**src/rtl/vend_ctrl.sv**
```systemverilog
// Vending controller: coin credit accumulation, run-time price/stock table, dispense and exact change.
// Every output is registered. Pulses appear the cycle after their cause. No backpressure; strobes are sampled once per cycle.
module vend_ctrl #(
  parameter int N_ITEMS = 4,
  parameter int MONEY_W = 8,
  parameter int STOCK_W = 4,
  parameter int DENOM0  = 5,
  parameter int DENOM1  = 10,
  parameter int DENOM2  = 20,
  parameter int DENOM3  = 50,
  localparam int IDX_W  = (N_ITEMS > 1) ? $clog2(N_ITEMS) : 1
) (
  input  logic               clk,
  input  logic               reset_n,
  input  logic               start,
  input  logic               cancel,
  input  logic               continue_buy,
  input  logic               done_money,
  input  logic               cfg_we,
  input  logic [IDX_W-1:0]   cfg_item,
  input  logic [MONEY_W-1:0] cfg_price,
  input  logic [STOCK_W-1:0] cfg_stock,
  input  logic               sel_valid,
  input  logic [IDX_W-1:0]   item_in,
  input  logic               coin_valid,
  input  logic [1:0]         coin_sel,
  output logic [2:0]         state,
  output logic [MONEY_W-1:0] credit,
  output logic [MONEY_W-1:0] price,
  output logic               coin_reject,
  output logic               sold_out,
  output logic               dispense,
  output logic [IDX_W-1:0]   dispense_item,
  output logic               change_valid,
  output logic [MONEY_W-1:0] change_amt
);

  localparam logic [2:0] S_IDLE     = 3'd0;
  localparam logic [2:0] S_SELECT   = 3'd1;
  localparam logic [2:0] S_RECEIVE  = 3'd2;
  localparam logic [2:0] S_COMPARE  = 3'd3;
  localparam logic [2:0] S_DISPENSE = 3'd4;
  localparam logic [2:0] S_CHANGE   = 3'd5;

  logic [2:0]         r_state;
  logic [MONEY_W-1:0] r_credit;
  logic [MONEY_W-1:0] r_price;
  logic [IDX_W-1:0]   r_item;
  logic [MONEY_W-1:0] r_change_amt;
  logic               r_coin_reject;
  logic               r_sold_out;
  logic               r_dispense;
  logic               r_change_valid;
  logic [MONEY_W-1:0] r_price_tab [N_ITEMS];
  logic [STOCK_W-1:0] r_stock_tab [N_ITEMS];

  logic [MONEY_W-1:0] w_denom;
  logic [MONEY_W:0]   w_sum;
  logic               w_coin_ok;
  logic [MONEY_W-1:0] w_credit_rcv;

  always_comb begin
    w_denom = '0;
    case (coin_sel)
      2'd0:    w_denom = MONEY_W'(DENOM0);
      2'd1:    w_denom = MONEY_W'(DENOM1);
      2'd2:    w_denom = MONEY_W'(DENOM2);
      default: w_denom = MONEY_W'(DENOM3);
    endcase
  end

  // One extra bit on the sum exposes overflow, so credit saturates by refusal instead of wrapping.
  assign w_sum        = {1'b0, r_credit} + {1'b0, w_denom};
  assign w_coin_ok    = coin_valid && !w_sum[MONEY_W];
  assign w_credit_rcv = w_coin_ok ? w_sum[MONEY_W-1:0] : r_credit;

  always_ff @(posedge clk or negedge reset_n) begin
    if (!reset_n) begin
      r_state        <= S_IDLE;
      r_credit       <= '0;
      r_price        <= '0;
      r_item         <= '0;
      r_change_amt   <= '0;
      r_coin_reject  <= 1'b0;
      r_sold_out     <= 1'b0;
      r_dispense     <= 1'b0;
      r_change_valid <= 1'b0;
      for (int i = 0; i < N_ITEMS; i++) begin
        r_price_tab[i] <= '0;
        r_stock_tab[i] <= '0;
      end
    end else begin
      r_coin_reject  <= 1'b0;
      r_sold_out     <= 1'b0;
      r_dispense     <= 1'b0;
      r_change_valid <= 1'b0;
      case (r_state)
        S_IDLE: begin
          if (cfg_we) begin
            r_price_tab[cfg_item] <= cfg_price;
            r_stock_tab[cfg_item] <= cfg_stock;
          end
          if (start) r_state <= S_SELECT;
        end
        S_SELECT: begin
          if (cancel) begin
            r_state <= S_IDLE;
          end else if (sel_valid) begin
            if (r_stock_tab[item_in] == '0) begin
              r_sold_out <= 1'b1;
            end else begin
              r_price <= r_price_tab[item_in];
              r_item  <= item_in;
              r_state <= S_RECEIVE;
            end
          end
        end
        S_RECEIVE: begin
          if (cancel) begin
            r_state <= S_CHANGE;
          end else begin
            if (coin_valid && !w_coin_ok) r_coin_reject <= 1'b1;
            r_credit <= w_credit_rcv;
            if (done_money || (w_credit_rcv >= r_price)) r_state <= S_COMPARE;
          end
        end
        S_COMPARE: begin
          r_state <= (r_credit >= r_price) ? S_DISPENSE : S_RECEIVE;
        end
        S_DISPENSE: begin
          r_dispense          <= 1'b1;
          r_stock_tab[r_item] <= r_stock_tab[r_item] - STOCK_W'(1);
          r_credit            <= r_credit - r_price;
          r_state             <= S_CHANGE;
        end
        S_CHANGE: begin
          r_change_valid <= 1'b1;
          r_change_amt   <= r_credit;
          r_credit       <= '0;
          r_state        <= continue_buy ? S_SELECT : S_IDLE;
        end
        default: r_state <= S_IDLE;
      endcase
    end
  end

  assign state         = r_state;
  assign credit        = r_credit;
  assign price         = r_price;
  assign coin_reject   = r_coin_reject;
  assign sold_out      = r_sold_out;
  assign dispense      = r_dispense;
  assign dispense_item = r_item;
  assign change_valid  = r_change_valid;
  assign change_amt    = r_change_amt;

endmodule
```
**config.mk**
```make
export PLATFORM = sky130hd
export DESIGN_NAME = vend_ctrl
export DESIGN_NICKNAME = d
export VERILOG_FILES = /design/src/rtl/vend_ctrl.sv
export SDC_FILE = /design/constraint.sdc
export NUM_CORES = 1
export LEC_CHECK = 0
export ABC_AREA = 1
export CORE_ASPECT_RATIO = 1.4
export CORE_UTILIZATION = 42
export CTS_CLUSTER_DIAMETER = 150
export DETAILED_ROUTE_END_ITERATION = 16
export PLACE_DENSITY = 0.72
export REMOVE_ABC_BUFFERS = 1
export SLEW_MARGIN = 20
export SYNTH_ARGS = -nofsm -noshare
export SYNTH_HDL_FRONTEND = slang
export SYNTH_SLANG_ARGS = --single-unit
```
**constraint.sdc**
```tcl
create_clock -name clk -period 3.35 [get_ports clk]
set_clock_uncertainty 0.05 [all_clocks]
set_input_delay 1.005 -clock clk [delete_from_list [all_inputs] [get_ports clk]]
set_output_delay 1.005 -clock clk [all_outputs]
set_load 0.01 [all_outputs]
```
Fig. 1: run 1, the metal 4 layer
Scale: 3 px per um. Supply wires on this layer in grey.
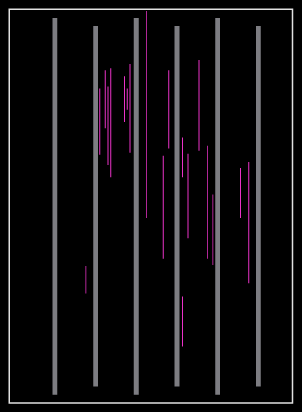
wire length on this layer = 495 um
main direction = vertical
share of all routed wire = 3.6%
nets with wire on the layer = 17

Fig. 2: run 1, port wiring
Scale: 2 px per um.
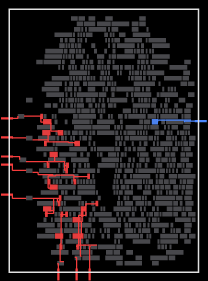
red -> cfg_price  # direction input, edge 5 left, 3 bottom, end cells 32, buffers 8, wire 325 um
blue -> done_money  # direction input, edge right, end cells 1, buffers 1, wire 24.3 um

==> changes_impl.md, run 1 <==
### Metrics

- Fillers: 1,041
- CTS buffer count: 9
- Distinct cells, synth: 43
- Inserted Diodes: 0
- Vias in the first global route: 4,959
- Arrival @ worst endpoint: 3370 ps
- Die H: 131 um
- Reg2reg start: credit[0]
- CTS tree: done
- Seq. cell area: 2030 sq um
- Syn. warnings: 0
- Seq/Total Area, Yosys: 40.8%
- PwrDens: 931 nW/um^2
- Clock Tree Buf Depth: 2
- Core Rows: 46
- Core Box Area: 11,500 sq um
- Routability-driven placement congestion ratio: 0.968
- Setup crit start kind: input pin
- Leakage: 3.16 nW
- Total number of vias: 4,761
- Global-route wire length before repair: 22,700 um
- Hold Path Cell Cnt: 2
- Die Wd: 93.9 um
- Chip area: 12,300 sq um
- Power Total: 0.00592 W
- Port buffer count: 59
- Crit path capture type: flip-flop
- FP Util: 43.4%
- CTS clk-pin slew, worst paths: 60 ps
- Detail Route Antenna Nets: 0
- Mapped Avg Cell Area: 7.66 sq um
- Pin count of the biggest net entering global routing: 82
- IO Pins: 60
- CTS Hold Bufs: 0
- Cells after Synth: 649
- DP HPWL: 10,100 um
- Insertion Delay late pin: 340 ps
- Crit Path Max Fanout: 5
- Top cell excl fill/tap: nand2_1
- GRT overflow: 0
- Max_cap viols: 0
- Share of layout cells above drive strength 1: 16.5%
- Post-synthesis instance area: 4970 sq um
- Area leader, netlist: dfrtp_1
- H-tree lvl count: 3
- Top Layout Cells: 162 x nand2_1, 81 x dfrtp_1, 80 x inv_1
- Overall Global Routing Usage: 23.9%
- Design Area, Final: 6360 sq um
- Reg-to-Reg End: state[0]
- Slew headroom: 50.1%
- Antenna violations before repair: 0
- Min Tclk post-route: 3190 ps
- Drt initial violations: 286
- Fraction of the cycle the final worst path needs: 95.1%
- Hold EP: r_price_tab[2]
- Remaining DRCs: 0
- CTS Root Cell: clkbuf_16
- Total Wirelength: 13,600 um
- Setup_tns: 0 ps
- Clk sinks: 81
- Registers, synthesis: 81
- Post-synth area from yosys stat: 4970 sq um
- Detailed Routing Iterations Pass 1: 6
- Status: completed
- Least-Margin Pin Slew: 748 ps
- Net count reported at finish: 793
- Reg2Reg Depth: 17
- Worst hold start: r_price_tab[2]
- Tool warnings: 25
- Max-slew violation count: 0
- Kind of critical path: input pin to flip-flop
- Fmax: 0.314 GHz
- Final Hold Viols: 0
- Area delta synth->final: 28.1%
- Comb gate area: 2590 sq um
- # Cells Yosys: 649
- Hold Crit Class: flip-flop to flip-flop
- Vias per inst: 5.36
- Routed WL per cell: 15.3 um
- Dominant cells by area after synthesis: dfrtp_1 41%, nand2_1 13%, inv_1 6.2%
- Area share of the largest cell type after synthesis: 40.8%
- Worst vdd ir: 0.298 mV
- Final setup violation count: 0
- R2r setup slk: 490 ps
- Area of placed instances: 5890 sq um
- WP data required: 3530 ps
Fig. 3: run 1, track usage over the die
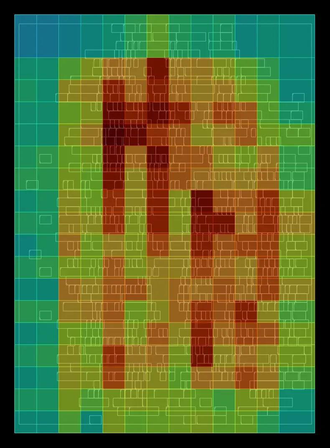
Global Route met2 Usage: 43.5%
fin util: 55.6%
busiest grt layer: met2

Fig. 4: run 1, cell area per tile
Scale: 3 px per um. 9 x 13 tiles, from dark blue (low) to red (high), 0 to 100% covered.
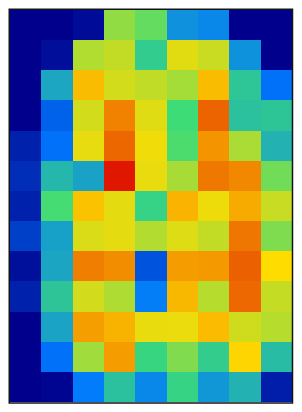
mean over tiles = 50%
emptiest ninth of the die = upper left
tiles over 75% full = 21%
nearly empty tiles = 10%
fullest tile = 98%

run 1: layer usage:
layer  vias to the layer above  track usage (%)  wire [um]  share of wire [%]
met3                        42             4.46        598                4.4
met5                         -                0          0                  0
met1                      2248             26.3       5350                 39
met4                         0             12.0        495                3.6
met2                       162             43.5       7180                 53
li1                       2309                -          -                  -
run 1: area by class of cell:
class | instances | area share [%]
clock buffer | 10 | 3.60
clock inverter | 5 | 1.28
inverter | 98 | 5.86
sequential | 81 | 31.8
tap | 144 | 2.83
timing repair buffer | 92 | 13.9
multi-input combinational | 459 | 40.7
run 1: logic make-up (layout without fill, tap and decap cells):
family	after synthesis	after routing	synth area share, %
AND/OR/NAND/NOR	297	297	27.3
AND-OR/OR-AND	126	126	14.3
buffers and inverters	109	205	8.69
flip-flops	81	81	40.8
adder cells (fa/ha/maj)	25	25	6.60
multiplexers	8	8	1.81
XOR/XNOR	3	3	0.529
run 1: how the worst max path moves through the flow:
stage                            from  endpoint  slack, ps  cells after the start
after CTS                 coin_sel[0]  state[0]         20                     17
final                     coin_sel[0]  state[0]        160                     19
after floorplan           coin_sel[1]  state[0]       -100                     16
after global placement    coin_sel[1]  state[0]       -640                     22
after global routing      coin_sel[0]  state[0]        -10                     21
after detailed placement  coin_sel[1]  state[0]       -800                     21
run 1: registers in the layout, summed over array words and instances, names as in the netlist:
signal / flops
sold_out: 1
r_price_tab: 32
dispense: 1
dispense_item: 2
change_valid: 1
change_amt: 8
state: 3
r_stock_tab: 16
credit: 8
coin_reject: 1
price: 8
run 1: critical path, cell delays in order:
cell and delay [ps]:
buf_6 100, buf_6 120, nand2_2 60, inv_2 40, ha_4 270, a21oi_2 60
or2_4 260, nand3_4 140, buf_12 130, nand2_2 50, and2_1 140, ha_1 290
buf_4 140, nand2_1 80, nor2_1 60, nor3_2 160, nand2_2 100, nand3b_1 100
nand2_1 60
run 1: through the flow:
stage,hold slack (ps),utilization (%),setup slack [ps],std cells
finish,434,55.6,164,889
global route,462,55.6,-10.2,889
CTS,436,55.4,23.4,889
detailed placement,410,51.5,-795,868
global placement,406,51.5,-645,868
floorplan,394,-,-98.7,638
run 1: power by group:
group | internal, W | switching [W] | total, W | leakage (nW)
sequential | 0.00141 | 0.000322 | 0.00174 | 0.997
clock | 0.000649 | 0.000412 | 0.00106 | 0.149
combinational | 0.00131 | 0.00181 | 0.00313 | 2.01
total | 0.00338 | 0.00255 | 0.00592 | 3.16
run 1: cells in the mapped netlist, drive strengths merged:
cell type / count
a211o: 1
o211ai: 5
nand4: 8
a22oi: 3
clkinv: 1
o21ai: 57
o21a: 4
buf: 7
a31oi: 1
clkbuf: 4
inv: 97
o311ai: 4
nand2: 177
nor4: 1
mux2: 8
o22ai: 5
nand3: 47
o221ai: 3
a21oi: 43
nand3b: 4
fa: 2
nor2: 51
ha: 23
nor3: 3
or2: 2
dfrtp: 81
and2: 4
xor2: 3
run 1: what timing repair did:
item                                    CTS  global route
buffers inserted                          5             0
resized                                  26            12
cloned                                    1             0
endpoints found under the setup margin    2             2
pin swaps                                12            13
Fig. 5: run 1, clock wires, drivers and flops
Scale: 3 px per um.
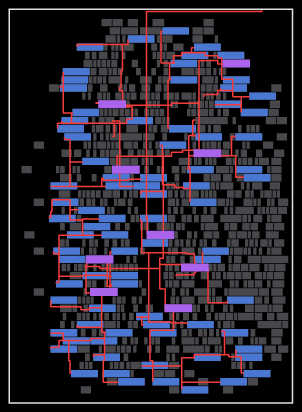

==> run 1 -> run 2 <==
Settings changed: CELL_PAD_IN_SITES_DETAIL_PLACEMENT from default to 1, CELL_PAD_IN_SITES_GLOBAL_PLACEMENT from default to 1, PLACE_DENSITY 0.72 to 0.9.
Fig. 6: run 2, clock wires, drivers and flops
Scale: 3 px per um.
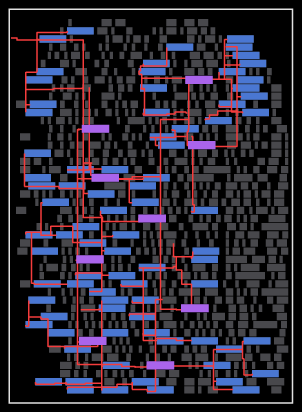
red -> clock wires  # length 1,240 um
purple -> cells driving clock nets  # count 9
blue -> flip-flops  # count 81
routed clock nets = 10
flops lie = all over the die

==> changes_impl.md, run 2 <==
### Metrics

- Final Hold Viols: 0
- Fmax: 0.299 GHz
- Antenna violations before repair: 0
- CTS Hold Bufs: 0
- Seq. cell area: 2030 sq um
- Area leader, netlist: dfrtp_1
- Syn. warnings: 0
- Total Wirelength: 17,800 um
- Final setup violation count: 0
- Buf+Inv Stages, Crit Path: 5
- Register share of total power: 27.7%
- CTS clk-pin slew, worst paths: 70 ps
- Global-route wire length before repair: 27,200 um
- Worst vdd ir: 0.321 mV
- Count of library flops with an enable pin: 0
- Post-synth area from yosys stat: 4970 sq um
- CTS Root Cell: clkbuf_16
- Tool warnings: 25
- R2r setup slk: 350 ps
- # Cells Yosys: 649
- Hold EP: r_price_tab[4]
- Arrival @ worst endpoint: 3590 ps
- Max-slew violation count: 0
- Routability-driven placement congestion ratio: 0.913
- Routed WL per cell: 19.9 um
- Status: completed
- Chip area: 12,300 sq um
- Leakage: 3.21 nW
- Overall Global Routing Usage: 29.3%
- Max reg flops: 32
- FP Util: 43.4%
- Worst setup margin: 5.22 ps
- Area delta synth->final: 31.8%
- Clock Power Share: 15.8%
- Setup_tns: 0 ps
- Comb pwr share: 56.5%
- Kind of critical path: input pin to flip-flop
- Fillers: 1,380
- Least-Margin Pin Slew: 548 ps
- Biggest register: r_price_tab
- Stages on worst setup path: 23
- WP data required: 3600 ps
- Min Tclk post-route: 3340 ps
- Mapped Avg Cell Area: 7.66 sq um
- Pin count of the biggest net entering global routing: 42
- Vias in the first global route: 5,456
- Comb gate area: 2740 sq um
- Reg2reg start: credit[0]
- Max_cap viols: 0
- Clock Tree Buf Depth: 2
- Area share of the largest cell type after synthesis: 40.8%
- Reg2Reg Depth: 20
- Post-synthesis instance area: 4970 sq um
- Distinct cells, synth: 43
- Registers, synthesis: 81
- Pint: 0.00342 W
- Met3 WL: 613 um
- IO Pins: 60
- Top cells by count, synth: 170 x nand2_1, 82 x inv_1, 81 x dfrtp_1
- Dominant cells by area after synthesis: dfrtp_1 41%, nand2_1 13%, inv_1 6.2%
- GRT overflow: 0
- Crit path capture type: flip-flop
- Crit Path Max Fanout: 5
## run 2: cell counts after synthesis
No cell type changed its count.
## run 2: layout make-up
| cell class | count | area share, % |
|---|---|---|
| clock buffers | 12 | 4.07 |
| well taps | 144 | 2.75 |
| repair buffers | 99 | 14.2 |
| flip-flops and latches | 81 | 30.9 |
| inverters | 98 | 5.73 |
| multi-input cells | 459 | 41.8 |
| clock inverters | 4 | 0.516 |
## run 2: power by group through the flow
stage / Sequential [W] / Clock [W] / Combinational (W)
finish: 0.00177 / 0.00101 / 0.00360
global route: 0.00181 / 0.00106 / 0.00395
CTS: 0.00174 / 0.00101 / 0.00327
detailed placement: 0.00175 / 0 / 0.00306
global placement: 0.00172 / 0 / 0.00289
floorplan: 0.00174 / 0 / 0.00185
## run 2: how the worst max path moves through the flow
| stage | startpoint | endpoint | slack [ps] |
|---|---|---|---|
| after floorplan | coin_sel[1] | state[0] | -100 |
| after global placement | coin_sel[1] | state[0] | -670 |
| after detailed placement | coin_sel[1] | state[0] | -900 |
| after CTS | coin_sel[1] | state[0] | 30 |
| after global routing | coin_sel[1] | state[0] | -120 |
| final | coin_sel[1] | state[1] | 5 |
## run 2: per-layer routing
layer,global-route usage (%),vias up
li1,-,2322
met2,53.8,131
met1,31.8,2466
met4,18.6,0
met5,0,-
met3,3.47,55
## run 2: cells by family (layout without fill, tap and decap cells)
family / Yosys count / after routing / share of synthesized area [%]
DFF: 81 / 81 / 40.8
AOI/OAI and AO/OA: 126 / 126 / 14.3
xor gates and xnor gates: 3 / 3 / 0.529
adders and majority gates: 25 / 25 / 6.60
muxes: 8 / 8 / 1.81
buffers and inverters: 109 / 213 / 8.69
and+or+nand+nor: 297 / 297 / 27.3
## run 2: what timing repair did
item | CTS | global route
pin swaps | 19 | 24
setup endpoints to repair | 2 | 2
buffers inserted | 5 | 6
gates cloned | 1 | 0
resized | 30 | 40
## run 2: worst min-delay path, cell delays in order, from the launching register on
cell     delay [ps]
dfrtp_1         340
nand2_1          50
nand2_1          50
## run 2: metrics by stage
step | total power, W | instances | instance area, sq um | utilization (%)
detailed placement | 0.00480 | 869 | 5900 | 51.5
floorplan | 0.00359 | 638 | 4910 | -
global placement | 0.00461 | 869 | 5900 | 51.5
finish | 0.00638 | 897 | 6550 | 57.2
global route | 0.00682 | 897 | 6550 | 57.2
CTS | 0.00602 | 891 | 6360 | 55.5
Power and IR drop assume default switching activity.
